--- config.mk ---
export PLATFORM = sky130hd
export DESIGN_NAME = arrow_line_renderer_flat
export DESIGN_NICKNAME = d
export VERILOG_FILES = /design/src/rtl/arrow_line_renderer_pkg.sv /design/src/rtl/arrow_line_renderer_if.sv /design/src/rtl/arrow_line_renderer_font_rom.sv /design/src/rtl/arrow_line_renderer.sv /design/src/flat_wrapper.sv
export SDC_FILE = /design/constraint.sdc
export NUM_CORES = 1
export LEC_CHECK = 0
export ABC_AREA = 1
export CELL_PAD_IN_SITES_DETAIL_PLACEMENT = 0
export CELL_PAD_IN_SITES_GLOBAL_PLACEMENT = 2
export CORE_AREA = 2 2 563 565
export DETAILED_ROUTE_END_ITERATION = 10
export DIE_AREA = 0 0 565 567
export PLACE_DENSITY_LB_ADDON = 0.1
export SLEW_MARGIN = 20
export SYNTH_ARGS = -nofsm -noshare
export SYNTH_HDL_FRONTEND = slang
export SYNTH_SLANG_ARGS = --single-unit
--- constraint.sdc ---
create_clock -name Clk -period 2.55 [get_ports Clk]
set_clock_uncertainty 0.05 [all_clocks]
set_input_delay 0.255 -clock Clk [delete_from_list [all_inputs] [get_ports Clk]]
set_output_delay 0.255 -clock Clk [all_outputs]
set_load 0.01 [all_outputs]
--- src/rtl/arrow_line_renderer_pkg.sv ---
// Shared types, default glyph keys and line-geometry helpers for the arrow line renderer.
package arrow_line_pkg;

  localparam int unsigned KEY_W_DEF     = 5;
  localparam logic [4:0]  BLANK_KEY_DEF = 5'h1F;
  localparam logic [4:0]  UP_KEY_DEF    = 5'h0C;
  localparam logic [4:0]  DOWN_KEY_DEF  = 5'h0D;

  typedef enum logic [1:0] {IDLE, FETCH, DONE} state_t;
  typedef enum logic [1:0] {NONE, UP, DOWN} arrow_dir_t;

  // Bits in one pixel row spanning the whole line.
  function automatic int unsigned line_w(input int unsigned num_chars, input int unsigned glyph_w);
    return num_chars * glyph_w;
  endfunction

  // Bits in the complete line bitmap.
  function automatic int unsigned tot_w(input int unsigned num_chars, input int unsigned glyph_w,
                                        input int unsigned glyph_h);
    return num_chars * glyph_w * glyph_h;
  endfunction

endpackage

--- src/rtl/arrow_line_renderer_if.sv ---
// Request inputs and committed-bitmap outputs of the arrow line renderer.
interface arrow_line_renderer_if #(
  parameter int unsigned NUM_CHARS = 10,
  parameter int unsigned GLYPH_W   = 12,
  parameter int unsigned GLYPH_H   = 12
);
  localparam int unsigned TOT = arrow_line_pkg::tot_w(NUM_CHARS, GLYPH_W, GLYPH_H);

  logic           up;
  logic           down;
  logic           frame_tick;
  logic [TOT-1:0] pixel_map;
  logic           map_valid;
  logic           busy;
  logic           done;

  modport master (output up, down, frame_tick, input pixel_map, map_valid, busy, done);
  modport slave  (input up, down, frame_tick, output pixel_map, map_valid, busy, done);
endinterface

--- src/rtl/arrow_line_renderer_font_rom.sv ---
// Combinational glyph generator: blank, up arrow, down arrow, and a box outline for other keys.
// Pixel (r,c) sits at glyph_c[GLYPH_H*GLYPH_W-1 - r*GLYPH_W - c]; row 0 is the top, col 0 the left.
module font_rom import arrow_line_pkg::*; #(
  parameter int unsigned      GLYPH_W   = 12,
  parameter int unsigned      GLYPH_H   = 12,
  parameter int unsigned      KEY_W     = KEY_W_DEF,
  parameter logic [KEY_W-1:0] BLANK_KEY = KEY_W'(BLANK_KEY_DEF),
  parameter logic [KEY_W-1:0] UP_KEY    = KEY_W'(UP_KEY_DEF),
  parameter logic [KEY_W-1:0] DOWN_KEY  = KEY_W'(DOWN_KEY_DEF)
) (
  input  logic [KEY_W-1:0]           key,
  output logic [GLYPH_W*GLYPH_H-1:0] glyph_c
);

  localparam int unsigned GLYPH_BITS = GLYPH_W * GLYPH_H;
  localparam int          HEAD_ROWS  = int'(GLYPH_H / 2);
  localparam int          MID        = int'(GLYPH_W / 2);

  // Arrow = widening triangle head over a two-pixel shaft; the down arrow is the up arrow flipped.
  always_comb begin
    int   rr;
    logic on;
    glyph_c = '0;
    rr      = 0;
    on      = 1'b0;
    for (int r = 0; r < int'(GLYPH_H); r++) begin
      for (int c = 0; c < int'(GLYPH_W); c++) begin
        rr = (key == DOWN_KEY) ? (int'(GLYPH_H) - 1 - r) : r;
        if (key == UP_KEY || key == DOWN_KEY) begin
          if (rr < HEAD_ROWS) on = (c >= MID - 1 - rr) && (c <= MID + rr);
          else                on = (c == MID - 1) || (c == MID);
        end else if (key != BLANK_KEY) begin
          on = (r == 0) || (r == int'(GLYPH_H) - 1) || (c == 0) || (c == int'(GLYPH_W) - 1);
        end else begin
          on = 1'b0;
        end
        glyph_c[GLYPH_BITS - 1 - r * GLYPH_W - c] = on;
      end
    end
  end

endmodule

--- src/rtl/arrow_line_renderer.sv ---
// Arrow text line renderer: fetches one glyph per cycle from a shared font_rom into a shadow
// buffer, then commits the whole line to pixel_map in a single cycle.
// Optional feature macro: ARROW_BLINK_EN (arrow slot blinks every BLINK_FRAMES frame_ticks).
module arrow_line_renderer import arrow_line_pkg::*; #(
  parameter int unsigned      NUM_CHARS  = 10,
  parameter int unsigned      GLYPH_W    = 12,
  parameter int unsigned      GLYPH_H    = 12,
  parameter int unsigned      KEY_W      = KEY_W_DEF,
  parameter int unsigned      ARROW_SLOT = 5,
  parameter logic [KEY_W-1:0] BLANK_KEY  = KEY_W'(BLANK_KEY_DEF),
  parameter logic [KEY_W-1:0] UP_KEY     = KEY_W'(UP_KEY_DEF),
`ifdef ARROW_BLINK_EN
  parameter logic [KEY_W-1:0] DOWN_KEY   = KEY_W'(DOWN_KEY_DEF),
  parameter int unsigned      BLINK_FRAMES = 30
`else
  parameter logic [KEY_W-1:0] DOWN_KEY   = KEY_W'(DOWN_KEY_DEF)
`endif
) (
  input  logic                  Clk,
  input  logic                  Reset_n,
  arrow_line_renderer_if.slave  bus
);

  localparam int unsigned GLYPH_BITS = GLYPH_W * GLYPH_H;
  localparam int unsigned LINE_W     = line_w(NUM_CHARS, GLYPH_W);
  localparam int unsigned TOT        = tot_w(NUM_CHARS, GLYPH_W, GLYPH_H);
  localparam int unsigned IDX_W      = (NUM_CHARS > 1) ? $clog2(NUM_CHARS) : 1;

  state_t                state_q, state_d;
  logic [IDX_W-1:0]      idx_q, idx_d;
  arrow_dir_t            dir_q, dir_c;
  logic [KEY_W-1:0]      latched_key_q, latched_key_d;
  logic                  have_key_q, have_key_d;
  logic                  pending_q, pending_d;
  logic                  busy_q, busy_d;
  logic                  done_q, done_d;
  logic                  map_valid_q;
  logic [TOT-1:0]        pixel_map_q;
  logic [GLYPH_BITS-1:0] shadow_q [NUM_CHARS];

  logic [KEY_W-1:0]      dir_key_c, eff_key_c, rom_key_c;
  logic [GLYPH_BITS-1:0] glyph_c;
  logic [TOT-1:0]        map_c;
  logic                  mismatch_c, pending_c, shadow_we_c, commit_c;

  // Requested direction; asserting both inputs keeps the previous direction.
  always_comb begin
    dir_c = dir_q;
    unique case ({bus.up, bus.down})
      2'b10:   dir_c = UP;
      2'b01:   dir_c = DOWN;
      2'b00:   dir_c = NONE;
      default: dir_c = dir_q;
    endcase
  end

  // Glyph key requested for the arrow slot.
  always_comb begin
    dir_key_c = BLANK_KEY;
    unique case (dir_c)
      UP:      dir_key_c = UP_KEY;
      DOWN:    dir_key_c = DOWN_KEY;
      default: dir_key_c = BLANK_KEY;
    endcase
  end

`ifdef ARROW_BLINK_EN
  localparam int unsigned BLINK_W = (BLINK_FRAMES > 1) ? $clog2(BLINK_FRAMES) : 1;

  logic [BLINK_W-1:0] blink_cnt_q;
  logic               phase_on_q;

  // Frame-tick blink counter; a blank target parks it at count 0, phase on.
  always_ff @(posedge Clk or negedge Reset_n) begin
    if (!Reset_n) begin
      blink_cnt_q <= '0;
      phase_on_q  <= 1'b1;
    end else if (dir_key_c == BLANK_KEY) begin
      blink_cnt_q <= '0;
      phase_on_q  <= 1'b1;
    end else if (bus.frame_tick) begin
      if (blink_cnt_q == BLINK_W'(BLINK_FRAMES - 1)) begin
        blink_cnt_q <= '0;
        phase_on_q  <= ~phase_on_q;
      end else begin
        blink_cnt_q <= blink_cnt_q + 1'b1;
      end
    end
  end

  // Off phase shows a blank arrow slot.
  always_comb eff_key_c = phase_on_q ? dir_key_c : BLANK_KEY;
`else
  logic unused_frame_tick;
  assign unused_frame_tick = bus.frame_tick;

  // Static arrow.
  always_comb eff_key_c = dir_key_c;
`endif

  // A key differing from the one last latched for rendering requests a new render.
  always_comb begin
    mismatch_c = !have_key_q || (eff_key_c != latched_key_q);
    pending_c  = pending_q | mismatch_c;
  end

  // Time-multiplexed font lookup: only the arrow slot uses the latched key.
  always_comb rom_key_c = (idx_q == IDX_W'(ARROW_SLOT)) ? latched_key_q : BLANK_KEY;

  font_rom #(
    .GLYPH_W   (GLYPH_W),
    .GLYPH_H   (GLYPH_H),
    .KEY_W     (KEY_W),
    .BLANK_KEY (BLANK_KEY),
    .UP_KEY    (UP_KEY),
    .DOWN_KEY  (DOWN_KEY)
  ) u_font_rom (
    .key     (rom_key_c),
    .glyph_c (glyph_c)
  );

  // Reassemble shadow glyphs into line rows; char 0 lands in the MSBs of each row.
  always_comb begin
    map_c = '0;
    for (int r = 0; r < int'(GLYPH_H); r++) begin
      for (int k = 0; k < int'(NUM_CHARS); k++) begin
        map_c[TOT - 1 - r * LINE_W - k * GLYPH_W -: GLYPH_W] =
          shadow_q[k][GLYPH_BITS - 1 - r * GLYPH_W -: GLYPH_W];
      end
    end
  end

  // Next-state and next-output logic for the render sequencer.
  always_comb begin
    state_d       = state_q;
    idx_d         = idx_q;
    latched_key_d = latched_key_q;
    have_key_d    = have_key_q;
    pending_d     = pending_c;
    busy_d        = busy_q;
    done_d        = 1'b0;
    shadow_we_c   = 1'b0;
    commit_c      = 1'b0;
    unique case (state_q)
      IDLE: begin
        if (pending_c) begin
          state_d       = FETCH;
          idx_d         = '0;
          latched_key_d = eff_key_c;
          have_key_d    = 1'b1;
          pending_d     = 1'b0;
          busy_d        = 1'b1;
        end
      end
      FETCH: begin
        shadow_we_c = 1'b1;
        if (idx_q == IDX_W'(NUM_CHARS - 1)) state_d = DONE;
        else                                 idx_d   = idx_q + 1'b1;
      end
      DONE: begin
        commit_c = 1'b1;
        done_d   = 1'b1;
        busy_d   = 1'b0;
        state_d  = IDLE;
      end
      default: begin
        state_d = IDLE;
        busy_d  = 1'b0;
      end
    endcase
  end

  // Sequencer state, shadow buffer and committed bitmap registers.
  always_ff @(posedge Clk or negedge Reset_n) begin
    if (!Reset_n) begin
      state_q       <= IDLE;
      idx_q         <= '0;
      dir_q         <= NONE;
      latched_key_q <= BLANK_KEY;
      have_key_q    <= 1'b0;
      pending_q     <= 1'b1;
      busy_q        <= 1'b0;
      done_q        <= 1'b0;
      map_valid_q   <= 1'b0;
      pixel_map_q   <= '0;
      for (int k = 0; k < int'(NUM_CHARS); k++) shadow_q[k] <= '0;
    end else begin
      state_q       <= state_d;
      idx_q         <= idx_d;
      dir_q         <= dir_c;
      latched_key_q <= latched_key_d;
      have_key_q    <= have_key_d;
      pending_q     <= pending_d;
      busy_q        <= busy_d;
      done_q        <= done_d;
      if (shadow_we_c) shadow_q[idx_q] <= glyph_c;
      if (commit_c) begin
        pixel_map_q <= map_c;
        map_valid_q <= 1'b1;
      end
    end
  end

  assign bus.pixel_map = pixel_map_q;
  assign bus.map_valid = map_valid_q;
  assign bus.busy      = busy_q;
  assign bus.done      = done_q;

endmodule

--- src/flat_wrapper.sv ---
// flat-port wrapper written by rule: the top's interface ports become plain ports
module arrow_line_renderer_flat import arrow_line_pkg::*;
#(
  parameter int unsigned      NUM_CHARS  = 10,
  parameter int unsigned      GLYPH_W    = 12,
  parameter int unsigned      GLYPH_H    = 12,
  parameter int unsigned      KEY_W      = KEY_W_DEF,
  parameter int unsigned      ARROW_SLOT = 5,
  parameter logic [KEY_W-1:0] BLANK_KEY  = KEY_W'(BLANK_KEY_DEF),
  parameter logic [KEY_W-1:0] UP_KEY     = KEY_W'(UP_KEY_DEF),

  parameter logic [KEY_W-1:0] DOWN_KEY   = KEY_W'(DOWN_KEY_DEF)

)
  (Clk, Reset_n, bus_up, bus_down, bus_frame_tick, bus_pixel_map, bus_map_valid, bus_busy, bus_done);
  arrow_line_renderer_if #(.NUM_CHARS(NUM_CHARS), .GLYPH_W(GLYPH_W), .GLYPH_H(GLYPH_H)) bus_i ();
  input  logic Clk;
  input  logic Reset_n;
  input wire logic [$bits(bus_i.up)-1:0] bus_up;
  input wire logic [$bits(bus_i.down)-1:0] bus_down;
  input wire logic [$bits(bus_i.frame_tick)-1:0] bus_frame_tick;
  output wire logic [$bits(bus_i.pixel_map)-1:0] bus_pixel_map;
  output wire logic [$bits(bus_i.map_valid)-1:0] bus_map_valid;
  output wire logic [$bits(bus_i.busy)-1:0] bus_busy;
  output wire logic [$bits(bus_i.done)-1:0] bus_done;
  assign bus_i.up = bus_up;
  assign bus_i.down = bus_down;
  assign bus_i.frame_tick = bus_frame_tick;
  assign bus_pixel_map = bus_i.pixel_map;
  assign bus_map_valid = bus_i.map_valid;
  assign bus_busy = bus_i.busy;
  assign bus_done = bus_i.done;
  arrow_line_renderer #(.NUM_CHARS(NUM_CHARS), .GLYPH_W(GLYPH_W), .GLYPH_H(GLYPH_H), .KEY_W(KEY_W), .ARROW_SLOT(ARROW_SLOT), .BLANK_KEY(BLANK_KEY), .UP_KEY(UP_KEY), .DOWN_KEY(DOWN_KEY)) u_core (.Clk(Clk), .Reset_n(Reset_n), .bus(bus_i));
endmodule
==> ci_impl_report.md, run 1 <==
### Flow metrics

| Metric | Value |
|---|---|
| Worst-path fanout max | 13 |
| Unrepaired setup endpoints after global routing | no |
| CP Buf/Inv Count | 2 |
| Comb area share | 10.1% |
| Via count | 10528 |
| GR met1 Demand/Resource | 5.23% |
| Layout cells sized above 1 | 5.71% |
| # Post-CTS Setup Buffers | 0 |
| Synth cell types | 23 |
| Combinational power | 3.64 mW |
| Fin crit period | 2320 ps |
| YS chip area | 0.0162 mm2 |
| Clock share of power | 29.1% |
| Crit path capture type | primary output |
| Detailed Route WL | 86.6 mm |
| Count of non-CTS buffers in the layout | 1277 |
| Post-DP HPWL | 70.5 mm |
| Worst reg-to-reg path cell count | 8 |
| GR Util met3 | 1.60% |
| Synth cell count leaders | 1370 x buf_4, 186 x nand2_1, 152 x dfrtp_1, 103 x o21ai_0, 78 x inv_1 |
| Max-cap violation count | 0 |
| Post-synth top flop | dfrtp_1 |
| Worst relative slew slack | 57.8% |
| Setup ws final | 234 ps |
| Number of cells on the critical path | 2 |
| Hold buffer count at CTS | 1 |
| Nets@finish | 2139 |
| FMAX | 432 MHz |
| Top cells, area | buf_4 63%, dfrtp_1 23%, nand2_1 4.3% |
| Peak per-stage delay on the critical path | 640 ps |
| Clock slew at reported path FFs | 80 ps |
| Detailed Route Iter0 Violations | 315 |
| Synth area leader | buf_4 |
| CP delay by family, top | buffers and inverters |
| Max-area cell share | 63.4% |
| Beginning of the critical path | u_core.bus.pixel_map[965] |
| Placed cells | 6265 |
| Status | finished clean |
| Most frequent cell after synthesis | buf_4 |
| Transition time of the tightest slew-check pin | 632 ps |
| Setup violators final | 0 |
| H-Tree Depth | 4 |
| Final worst-path cycle share | 90.8% |
| Final std cell area, no fill | 0.0253 mm2 |
| Yosys warning tally | 0 |
| Internal power | 5.71 mW |
| Comb. cell area | 0.00255 mm2 |
-- run 1: kinds of logic after synthesis --
| group | synth area share, % |
|---|---|
| simple gates | 5.69 |
| flops | 23.9 |
| fa+ha+maj | 0.694 |
| compound gates | 3.58 |
| xor+xnor | 0.0540 |
| buf+inv | 66.0 |
| other cells | 0.0231 |
-- run 1: per-layer routing --
metal	routed length [um]	part of all wire, %	vias up
met1	31300	36	4938
li1	-	-	4716
met4	642	0.74	4
met5	24	0.028	-
met2	47300	55	833
met3	7300	8.4	37
### Signal wires by layer, run 1

Only two layers are drawn.
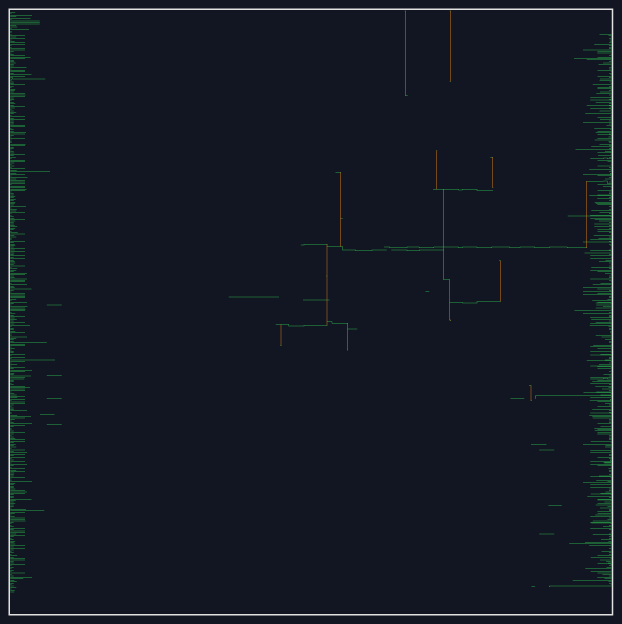
[orange] met4 | wire length: 643 um
[green] met3 | wire length: 7300 um

### Routed clock nets over the placement, run 1

Bar = 200 um.
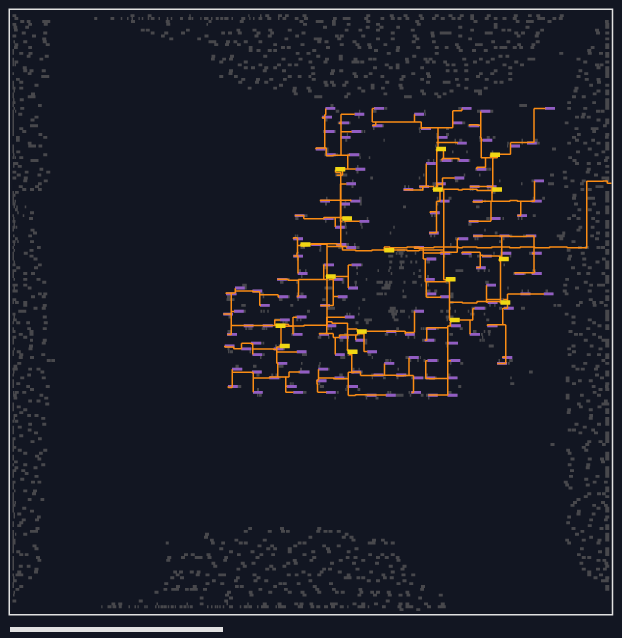
[orange] clock wires | length: 4000 um
[yellow] cells driving clock nets | count: 17
[purple] flip-flops | count: 155
routed clock nets: 18

### Placed standard cells, run 1

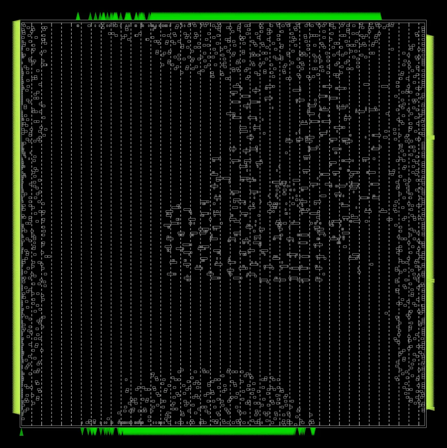
Core Area: 0.314 mm2
fillers: 36663
final core occ: 8.05%
row count: 206
Post-Layout Cell Count: 6308

### Power grid, run 1

Bar = 200 um. Pins as bars on the die edge.
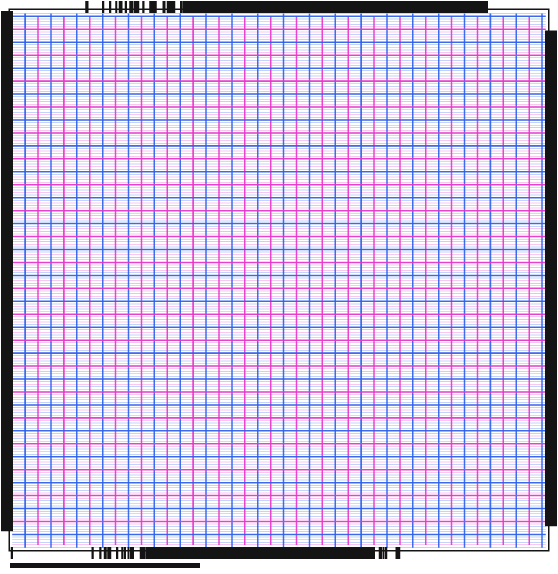
[blue] VSS
[magenta] VDD
met1 rails: 207
met4 straps: 41
rows: 206

### Cell classes on the final placement, run 1

Bar = 200 um.
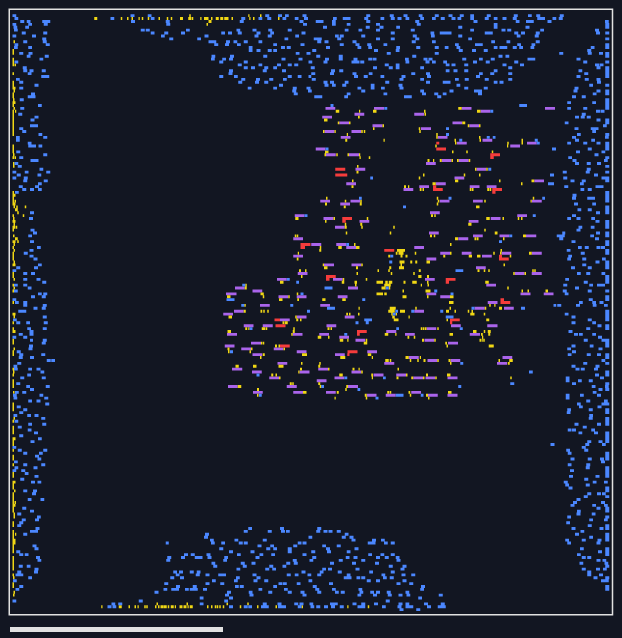

==> run 2: changes to the inputs <==
--- a/config.mk
+++ b/config.mk
@@ -6,12 +6,12 @@
 export NUM_CORES = 1
 export LEC_CHECK = 0
 export ABC_AREA = 1
-export CELL_PAD_IN_SITES_DETAIL_PLACEMENT = 0
+export CELL_PAD_IN_SITES_DETAIL_PLACEMENT = 2
 export CELL_PAD_IN_SITES_GLOBAL_PLACEMENT = 2
 export CORE_AREA = 2 2 563 565
 export DETAILED_ROUTE_END_ITERATION = 10
 export DIE_AREA = 0 0 565 567
-export PLACE_DENSITY_LB_ADDON = 0.1
+export PLACE_DENSITY = 0.46
 export SLEW_MARGIN = 20
 export SYNTH_ARGS = -nofsm -noshare
 export SYNTH_HDL_FRONTEND = slang
### Cell classes on the final placement, run 2

Bar = 200 um.
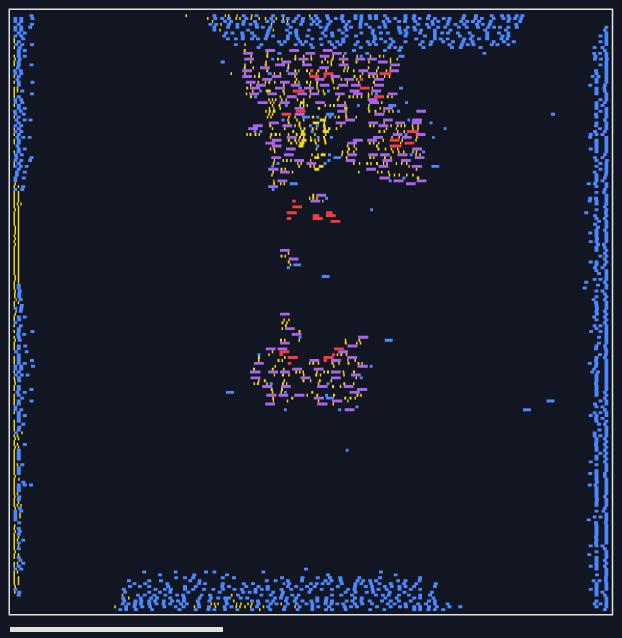
[purple] flip-flops | cells: 155
[blue] other buffers and delay cells | cells: 1274
[red] clock drivers and dummy loads | cells: 32
[yellow] all other logic | cells: 674

==> run 2 against run 1 <==
  * First-iteration DRC count decreased by 14%
  * Critical path type unchanged
  * Total power increased by 0.19%
  * Sequential share of layout area about the same
  * Global-route usage decreased by 1.1 points
  * Highest routed layer is now met4
  * Clock power increased by 6%
==> ci_impl_report.md, run 2 <==
### Flow metrics

| Metric | Value |
|---|---|
| Status | finished clean |
| Number of cells on the critical path | 1 (-1) |
| Crit path capture type | primary output |
| Compound-gate portion of the synthesized area | 3.58% (unchanged) |
| Fillers | 37187 (+1.4%) |
| Placed cells | 6262 (-0.048%) |
| Worst-path fanout max | 29 (+16) |
| Nets@finish | 2136 (-0.14%) |
| H-Tree Depth | 4 (unchanged) |
| WL met3 | 4.91 mm (-33%) |
| Synth cell types | 23 (unchanged) |
| Transition time of the tightest slew-check pin | 796 ps (+164 ps) |
| Worst reg-to-reg path cell count | 7 (-1) |
| Top layer in use | met4 |
| Most frequent cell after synthesis | buf_4 |
| FMAX | 431 MHz (-0.31%) |
| Post-DP HPWL | 57.0 mm (-19%) |
| Clock slew at reported path FFs | 70 ps (about the same) |
| GR Util met3 | 0.609% (-0.99 points) |
| CP delay by family, top | flip-flops |
| Post-synth top flop | dfrtp_1 |
| Setup violators final | 0 (unchanged) |
| Detailed Route Iter0 Violations | 270 (-14%) |
| Hold buffer count at CTS | 1 (unchanged) |
| Peak per-stage delay on the critical path | 860 ps (+220 ps) |
| Via count | 10707 (+1.7%) |
| Final core occ | 8.09% (+0.043 points) |
| Final std cell area, no fill | 0.0254 mm2 (+0.54%) |
| Row count | 206 (unchanged) |
| Max-cap violation count | 0 (unchanged) |
| Yosys warning tally | 0 (unchanged) |
| Core Area | 0.314 mm2 (unchanged) |
| Layout cells sized above 1 | 6.09% (+0.38 points) |
| Setup ws final | 227 ps (-7.16 ps) |
| # Post-CTS Setup Buffers | 0 (unchanged) |
| CP Buf/Inv Count | 1 (-1) |
| Comb. cell area | 0.00254 mm2 (-0.49%) |
| Fin crit period | 2320 ps (+7.16 ps) |
| Synth cell count leaders | 1370 x buf_4, 186 x nand2_1, 152 x dfrtp_1, 103 x o21ai_0, 78 x inv_1 |
| Count of non-CTS buffers in the layout | 1274 (-0.23%) |
| Max-area cell share | 63.4% (unchanged) |
| XOR/XNOR Area Share | 0.0540% (unchanged) |
| Post-Layout Cell Count | 6309 (+0.016%) |
| Unrepaired setup endpoints after global routing | no |
run 2: cell counts after synthesis:
Identical to the previous run, type by type.
run 2: where the power goes:
part | internal [mW] | total (mW) | switching, mW
registers | 2.82 | 3.08 | 0.263
clock network | 1.68 | 2.92 | 1.24
logic | 1.51 | 3.49 | 1.97
run 2: worst max path at each step:
stage,startpoint,to
floorplan,u_core.idx_q[1],u_core.map_c[672]
global placement,bus_up,u_core.idx_q[3]
detailed placement,u_core.idx_q[1],u_core.map_c[568]
CTS,u_core.bus.pixel_map[392],bus_pixel_map[391]
global route,u_core.idx_q[1],u_core.map_c[458]
finish,u_core.bus.pixel_map[296],bus_pixel_map[656]
Power is estimated from default activity; no workload was simulated.
